--- config.mk ---
export PLATFORM = sky130hd
export DESIGN_NAME = pll_lock_sequencer
export DESIGN_NICKNAME = d
export VERILOG_FILES = /design/src/rtl/pll_lock_sequencer.sv
export SDC_FILE = /design/constraint.sdc
export NUM_CORES = 1
export LEC_CHECK = 0
export CAP_MARGIN = 20
export CORE_ASPECT_RATIO = 0.5
export CORE_MARGIN = 2
export CORE_UTILIZATION = 41
export CTS_CLUSTER_DIAMETER = 80
export DETAILED_ROUTE_END_ITERATION = 10
export SLEW_MARGIN = 20
export SYNTH_ARGS = -nofsm -noshare
export SYNTH_HDL_FRONTEND = slang
export SYNTH_SLANG_ARGS = --single-unit
--- constraint.sdc ---
create_clock -name refclk -period 2.57 [get_ports refclk]
set_input_delay 0.257 -clock refclk [delete_from_list [all_inputs] [get_ports refclk]]
set_output_delay 0.257 -clock refclk [all_outputs]
set_load 0.02 [all_outputs]
--- src/rtl/pll_lock_sequencer.sv ---
// PLL power-up/recovery sequencer: pulses pll_reset, qualifies extlock, releases domain resets in order.
// Optional PLL_LOCK_LOSS_CNT_EN adds a saturating lock_loss_cnt output.
module pll_lock_sequencer #(
    parameter int unsigned NUM_DOMAINS         = 4,
    parameter int unsigned RST_HOLD_CYCLES     = 16,
    parameter int unsigned LOCK_STABLE_CYCLES  = 1024,
    parameter int unsigned LOCK_TIMEOUT_CYCLES = 65536,
    parameter int unsigned MAX_RETRIES         = 3,
    parameter int unsigned RELEASE_GAP         = 8,
    localparam int unsigned RETRY_W = (MAX_RETRIES > 0) ? $clog2(MAX_RETRIES + 1) : 1
) (
    input  logic                   refclk,
    input  logic                   reset,
    input  logic                   restart,
    input  logic                   extlock,
    output logic                   pll_reset,
    output logic [NUM_DOMAINS-1:0] domain_rst,
    output logic                   locked,
    output logic                   fault,
    output logic [RETRY_W-1:0]     retry_cnt
`ifdef PLL_LOCK_LOSS_CNT_EN
    ,
    output logic [7:0]             lock_loss_cnt
`endif
);

    localparam int unsigned HOLD_W = $clog2(RST_HOLD_CYCLES + 1);
    localparam int unsigned TMO_W  = $clog2(LOCK_TIMEOUT_CYCLES + 1);
    localparam int unsigned STB_W  = $clog2(LOCK_STABLE_CYCLES + 1);
    localparam int unsigned GAP_W  = $clog2(RELEASE_GAP + 1);

    localparam logic [NUM_DOMAINS-1:0] ALL_RST       = '1;
    localparam logic [NUM_DOMAINS-1:0] FIRST_RELEASE = ALL_RST << 1;

    typedef enum logic [2:0] {
        S_PLL_RST,
        S_WAIT_LOCK,
        S_STABLE,
        S_RELEASE,
        S_RUN,
        S_FAULT
    } state_t;

    state_t state_q, state_d;

    logic [1:0]             sync_q;
    logic                   lock_s;
    logic [HOLD_W-1:0]      hold_q, hold_d;
    logic [TMO_W-1:0]       tmo_q, tmo_d;
    logic [STB_W-1:0]       stb_q, stb_d;
    logic [GAP_W-1:0]       gap_q, gap_d;
    logic [RETRY_W-1:0]     retry_d;
    logic [NUM_DOMAINS-1:0] dom_d;
    logic [NUM_DOMAINS-1:0] dom_shift_c;
    logic                   locked_d, fault_d, pll_reset_d;
    logic                   start_c, fail_c, timeout_c;
    logic [TMO_W-1:0]       tmo_inc_c;
`ifdef PLL_LOCK_LOSS_CNT_EN
    logic [7:0]             loss_d;
`endif

    assign lock_s = sync_q[1];

    // State, counters, synchronizer and registered outputs
    always_ff @(posedge refclk) begin
        if (reset) begin
            sync_q     <= 2'b00;
            state_q    <= S_PLL_RST;
            hold_q     <= '0;
            tmo_q      <= '0;
            stb_q      <= '0;
            gap_q      <= '0;
            retry_cnt  <= '0;
            domain_rst <= ALL_RST;
            locked     <= 1'b0;
            fault      <= 1'b0;
            pll_reset  <= 1'b1;
`ifdef PLL_LOCK_LOSS_CNT_EN
            lock_loss_cnt <= 8'd0;
`endif
        end else begin
            sync_q     <= {sync_q[0], extlock};
            state_q    <= state_d;
            hold_q     <= hold_d;
            tmo_q      <= tmo_d;
            stb_q      <= stb_d;
            gap_q      <= gap_d;
            retry_cnt  <= retry_d;
            domain_rst <= dom_d;
            locked     <= locked_d;
            fault      <= fault_d;
            pll_reset  <= pll_reset_d;
`ifdef PLL_LOCK_LOSS_CNT_EN
            lock_loss_cnt <= loss_d;
`endif
        end
    end

    // Next-state and next-output logic
    always_comb begin
        state_d     = state_q;
        hold_d      = hold_q;
        tmo_d       = tmo_q;
        stb_d       = stb_q;
        gap_d       = gap_q;
        retry_d     = retry_cnt;
        dom_d       = domain_rst;
        locked_d    = locked;
        fault_d     = fault;
        pll_reset_d = pll_reset;
        start_c     = 1'b0;
        fail_c      = 1'b0;
        timeout_c   = (tmo_q >= TMO_W'(LOCK_TIMEOUT_CYCLES - 1));
        tmo_inc_c   = timeout_c ? tmo_q : tmo_q + TMO_W'(1);
        dom_shift_c = domain_rst << 1;
`ifdef PLL_LOCK_LOSS_CNT_EN
        loss_d      = lock_loss_cnt;
`endif

        if (restart) begin
            start_c = 1'b1;
            retry_d = '0;
            fault_d = 1'b0;
        end else if ((state_q == S_RELEASE || state_q == S_RUN) && !lock_s) begin
            start_c = 1'b1;
            retry_d = '0;
`ifdef PLL_LOCK_LOSS_CNT_EN
            if (lock_loss_cnt != 8'hFF) loss_d = lock_loss_cnt + 8'd1;
`endif
        end else begin
            unique case (state_q)
                S_PLL_RST: begin
                    if (hold_q == HOLD_W'(RST_HOLD_CYCLES - 1)) begin
                        state_d     = S_WAIT_LOCK;
                        pll_reset_d = 1'b0;
                        tmo_d       = '0;
                    end else begin
                        hold_d = hold_q + HOLD_W'(1);
                    end
                end
                S_WAIT_LOCK: begin
                    // A lock seen on the timeout cycle wins over the timeout
                    if (lock_s) begin
                        state_d = S_STABLE;
                        stb_d   = STB_W'(1);
                        tmo_d   = tmo_inc_c;
                    end else if (timeout_c) begin
                        fail_c = 1'b1;
                    end else begin
                        tmo_d = tmo_inc_c;
                    end
                end
                S_STABLE: begin
                    if (lock_s && stb_q >= STB_W'(LOCK_STABLE_CYCLES - 1)) begin
                        state_d  = (NUM_DOMAINS == 1) ? S_RUN : S_RELEASE;
                        locked_d = 1'b1;
                        dom_d    = FIRST_RELEASE;
                        retry_d  = '0;
                        gap_d    = '0;
                        stb_d    = '0;
                    end else if (timeout_c) begin
                        fail_c = 1'b1;
                    end else if (!lock_s) begin
                        state_d = S_WAIT_LOCK;
                        stb_d   = '0;
                        tmo_d   = tmo_inc_c;
                    end else begin
                        stb_d = stb_q + STB_W'(1);
                        tmo_d = tmo_inc_c;
                    end
                end
                S_RELEASE: begin
                    // Released bits fill from bit 0 upward, so a left shift frees the next one
                    if (gap_q == GAP_W'(RELEASE_GAP - 1)) begin
                        gap_d = '0;
                        dom_d = dom_shift_c;
                        if (dom_shift_c == '0) state_d = S_RUN;
                    end else begin
                        gap_d = gap_q + GAP_W'(1);
                    end
                end
                S_RUN, S_FAULT: begin
                end
                default: begin
                    start_c = 1'b1;
                end
            endcase

            if (fail_c) begin
                if (retry_cnt == RETRY_W'(MAX_RETRIES)) begin
                    state_d     = S_FAULT;
                    pll_reset_d = 1'b1;
                    dom_d       = ALL_RST;
                    locked_d    = 1'b0;
                    fault_d     = 1'b1;
                end else begin
                    retry_d = retry_cnt + RETRY_W'(1);
                    start_c = 1'b1;
                end
            end
        end

        // Common entry into a fresh acquisition attempt
        if (start_c) begin
            state_d     = S_PLL_RST;
            hold_d      = '0;
            tmo_d       = '0;
            stb_d       = '0;
            gap_d       = '0;
            pll_reset_d = 1'b1;
            dom_d       = ALL_RST;
            locked_d    = 1'b0;
        end
    end

endmodule

==> Slide: Implementation Results <==
Run Summary

Yosys
  – Syn nets: roughly 370
  – Flip-flops with a built-in enable: 0
  – Synth area leaders: dfxtp_1, a21oi_1, nor2_1, or4_1, nand3_1
  – Registers, synthesis: 51
  – Async SR Flop Fraction: 0%
  – Chip area in the Yosys report: 2940 µm²
  – Syn avg cell area: roughly 8.3 µm²
  – Commonest cells post-synth: dfxtp_1, nor2_1, nand2_1
  – Most frequent cell after synthesis: dfxtp_1
  – Register share after synthesis: 34.8%
  – Synth area leader: dfxtp_1
  – Area leader share: a little over a third
  – Synth unique cells: 63
  – Yosys warnings: 0
  – Syn Std Cell Area: approximately 2900 µm²
  – Post-synth top flop: dfxtp_1
  – # Cells Yosys: 356
  – Post-Syn Instances: 356

Power
  – Max IR drop VDD: approximately 0.24 mV
  – PwrDens: roughly 480 nW/µm²
  – Leak: 1.09 nW

Critical path
  – CP endpoint kind: flip-flop
  – RR Startpoint: tmo_q[11]
  – CP arrival: 2.58 ns
  – R2R Setup Slk: 0.14 ns
  – CP startpoint: tmo_q[11]
  – Critical path class: reg -> reg
  – Crit path DRT: 2.72 ns
  – Crit Path Max Fanout: 15
  – Startpoint types: flip-flop

Layout
  – Final #Nets: roughly 400
  – Fraction of layout cells with a size suffix above 1: 14.0%
  – Filler cell count: 624
  – Diodes inserted: 0
  – P&R area growth vs syn: 19.4%

Timing
  – Finish-stage setup viols: 0
  – Count of final hold-check violations: 0
  – Pins Over Slew Limit: 0
  – Hold Slack: ~0.45 ns
  – Max Freq: between 400 and 500 MHz
  – Setup TNS: 0 ns
  – Clk_skew: 0.00445 ns
  – RSZ-0062 raised after global routing: false
  – Cycle use final: 94.7%
  – Worst Tran Pin Value: roughly 0.7 ns
  – Slew headroom: 52.9%
  – Period minus WS final: 2.43 ns

Min path
  – Min-Delay Startpoint: pll_reset
  – Worst Hold Class: reg -> reg

Clocking
  – Clk root buf: clkbuf_16
  – Num CTS Buffers: 5
  – CTS tree: done
  – CTS sink count: 51
  – Clock buffer depth: 2
  – Clk pin slew, worst setup/hold paths: about 0.070 ns
  – H-tree depth: 2
  – Clk Latency, worst-skew pair: 0.29 ns
  – # hold bufs at CTS: 0

Placed design
  – I/O Buffers: 12
  – HPWL after DPL: 5.64 mm
  – Final GP Congestion: 0.883

Routing
  – Total DRC errors in the routed layout: 0
  – WL met1: roughly 3.7 mm
  – Top layer in use: met4
  – DR pass1 iterations: 5
  – Vias per cell: 6.14
  – DR WL met2: 3.64 mm
  – DRT Wirelength: between 7 and 8 mm
  – Initial DRC Count: 193
  – DR WL met3: 403 µm
  – Number of routed nets with antenna violations: 0
  – DR vias: approximately 2,900

GRT
  – First-pass GRT wire length: approximately 13 mm
  – Pin count of the biggest net entering global routing: 22
  – GRT overflow: 0
  – Number of global-route vias before repair: 2,732
  – Initial antenna violation count: 0

Floorplan
  – Die width: about 120 µm
  – Die ar.: 7900 µm²
  – Fp util: 43.2%
  – I/O pins: 13
  – Core area: 6810 µm²
  – Rows: 21
  – Chip height: 63.9 µm

Run status
  – Status: completed

Flow run
  – Tool Warnings: 26
  – Max Cap Viol: 0
layout make-up:
type | count | area (µm²) | share of cell area, %
Sequential cell | 51 | 1020 | 29.2
Clock inverter | 2 | 35.0 | 0.999
Clock buffer | 6 | 139 | 3.96
Inverter | 12 | 45.0 | 1.28
Timing Repair Buffer | 42 | 365 | 10.4
Multi-Input combinational cell | 273 | 1790 | 50.9
Tap cell | 92 | 115 | 3.28
flip-flops by register name, summed over array words and instances, names as in the netlist:
| name | cells |
|---|---|
| domain_rst | 4 |
| retry_cnt | 2 |
| pll_reset | 1 |
| stb_q | 11 |
| hold_q | 5 |
| state_q | 3 |
| sync_q | 2 |
| tmo_q | 17 |
| gap_q | 4 |
| locked | 1 |
| fault | 1 |
metrics by stage:
| step | utilization (%) | cells | instance area [µm²] | setup WS (ns) | power, mW |
|---|---|---|---|---|---|
| finish | 51.6 | 478 | 3510 | 0.137 | 1.68 |
| global route | 51.6 | 478 | 3510 | 0.00925 | 1.73 |
| CTS | 51.0 | 476 | 3470 | 0.0208 | 1.69 |
| detailed placement | 48.4 | 468 | 3290 | 0.0415 | 0.910 |
| global placement | 48.4 | 468 | 3290 | 0.0831 | 0.908 |
| floorplan | - | 356 | 2940 | 0.0508 | 0.870 |
what timing repair did:
item / in CTS / in global routing
pin swaps: 0 / 2
endpoints found under the setup margin: 1 / 38
setup buffers: 0 / 2
gates resized: 1 / 6
where the power goes:
group | switching, mW | internal (mW)
clock network | 0.303 | 0.485
logic | 0.0553 | 0.0406
registers | 0.00540 | 0.794
worst max-delay path: stages (launching register included):
cell and delay (ns):
dfxtp_1 0.38, nand2_1 0.12, or4_4 0.54, nor2_1 0.12
ha_1 0.17, nor2_1 0.08, buf_4 0.16, o21a_4 0.19
o311ai_4 0.26, buf_6 0.20, a311oi_1 0.06
cells by family after synthesis:
family / Yosys count / synth area share (%)
AND/OR/NAND/NOR: 150 / 27.9
AND-OR/OR-AND: 109 / 27.1
flip-flops: 51 / 34.8
buffers and inverters: 32 / 5.11
adder cells (fa/ha/maj): 7 / 2.98
XOR/XNOR: 4 / 1.19
multiplexers: 3 / 1.02
cell usage in the layout (no fill, tap or decap), drive strengths merged, types with 6 or more instances in the layout:
| cell type | n |
|---|---|
| nor3 | 10 |
| a31oi | 12 |
| clkbuf | 6 |
| o31ai | 7 |
| nand2 | 24 |
| clkdlybuf4s50 | 12 |
| ha | 7 |
| a211oi | 8 |
| nand3 | 19 |
| o211ai | 6 |
| or2 | 7 |
| nor2 | 30 |
| or3 | 9 |
| a21oi | 23 |
| or4 | 15 |
| o21ai | 15 |
| dfxtp | 51 |
| inv | 12 |
| buf | 30 |
| nand4 | 12 |
worst paths after layout:
kind               end  cells past startpoint
min          pll_reset                      2
min reg2reg  pll_reset                      2
max reg2reg   tmo_q[6]                     10
max           tmo_q[6]                     10
per-layer routing:
| metal | vias up | GRT usage [%] |
|---|---|---|
| li1 | 1438 | - |
| met1 | 1394 | 28.3 |
| met2 | 86 | 35.2 |
| met3 | 16 | 5.09 |
| met4 | 0 | 6.11 |
| met5 | - | 0 |
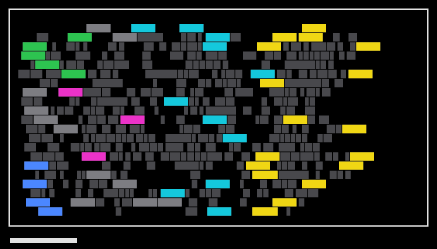
Figure 1: register map, names as in the netlist.
Scale bar: 20 µm.
[cyan] stb_q | sequential cells: 11
[magenta] state_q | sequential cells: 3
[green] hold_q | sequential cells: 5 | where: top left
[blue] domain_rst | sequential cells: 4 | where: bottom left
[yellow] tmo_q | sequential cells: 17
not colored: 11
fraction of area in registers: 29.2%
Seq. cell area: 1020 µm²
sequential cell power: 800 µW
Final Core Density: 51.6%

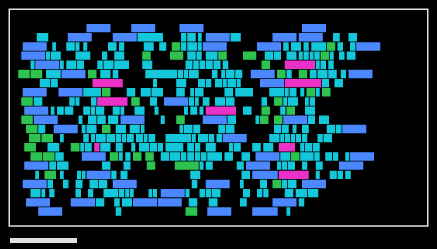
Figure 2: placement by cell class.
Scale bar: 20 µm.
[green] other buffers and delay cells | cells: 42 | share of their area: 11%
[cyan] all other logic | cells: 285 | share of their area: 54%
[magenta] clock drivers and dummy loads | cells: 8 | share of their area: 5.1%
[blue] flip-flops | cells: 51 | share of their area: 30%

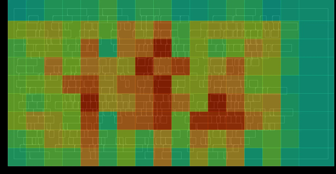
Figure 3: track usage over the die.
Avg WL per Cell: 16.5 µm
Global Route met2 Usage: 35.2%
routing usage on met1: 28.3%
GR Util met3: 5.09%
gr usage total: 21.5%

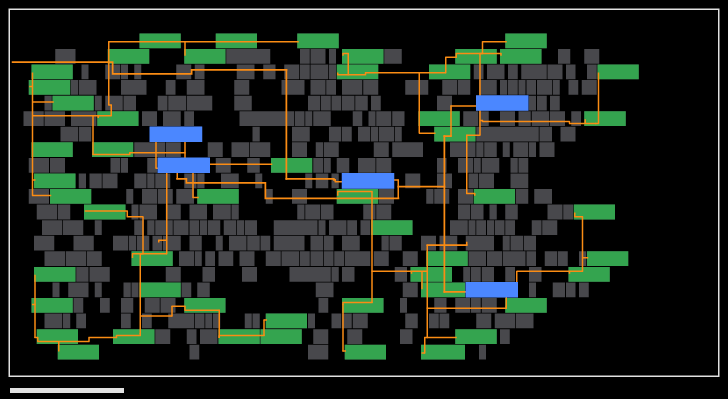
Figure 4: clock distribution.
Scale bar: 20 µm.
[blue] cells driving clock nets | count: 5
[green] flip-flops | count: 51
[orange] clock wires | length: 711 µm
flops lie: widely spread
routed clock nets: 6

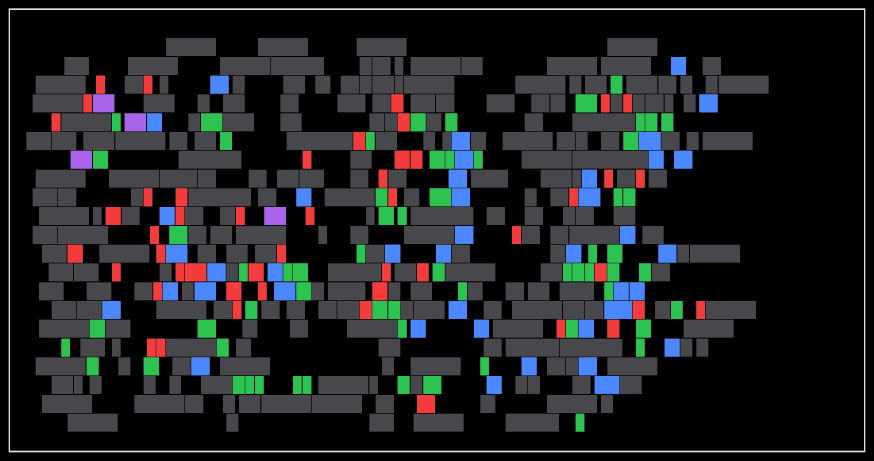
Figure 5: gate-type map.
[red] NOR gates | cells: 48
[blue] AND and OR gates | cells: 41
[purple] XOR/XNOR gates | cells: 4
[green] NAND gates | cells: 61

Power and IR drop assume default switching activity.
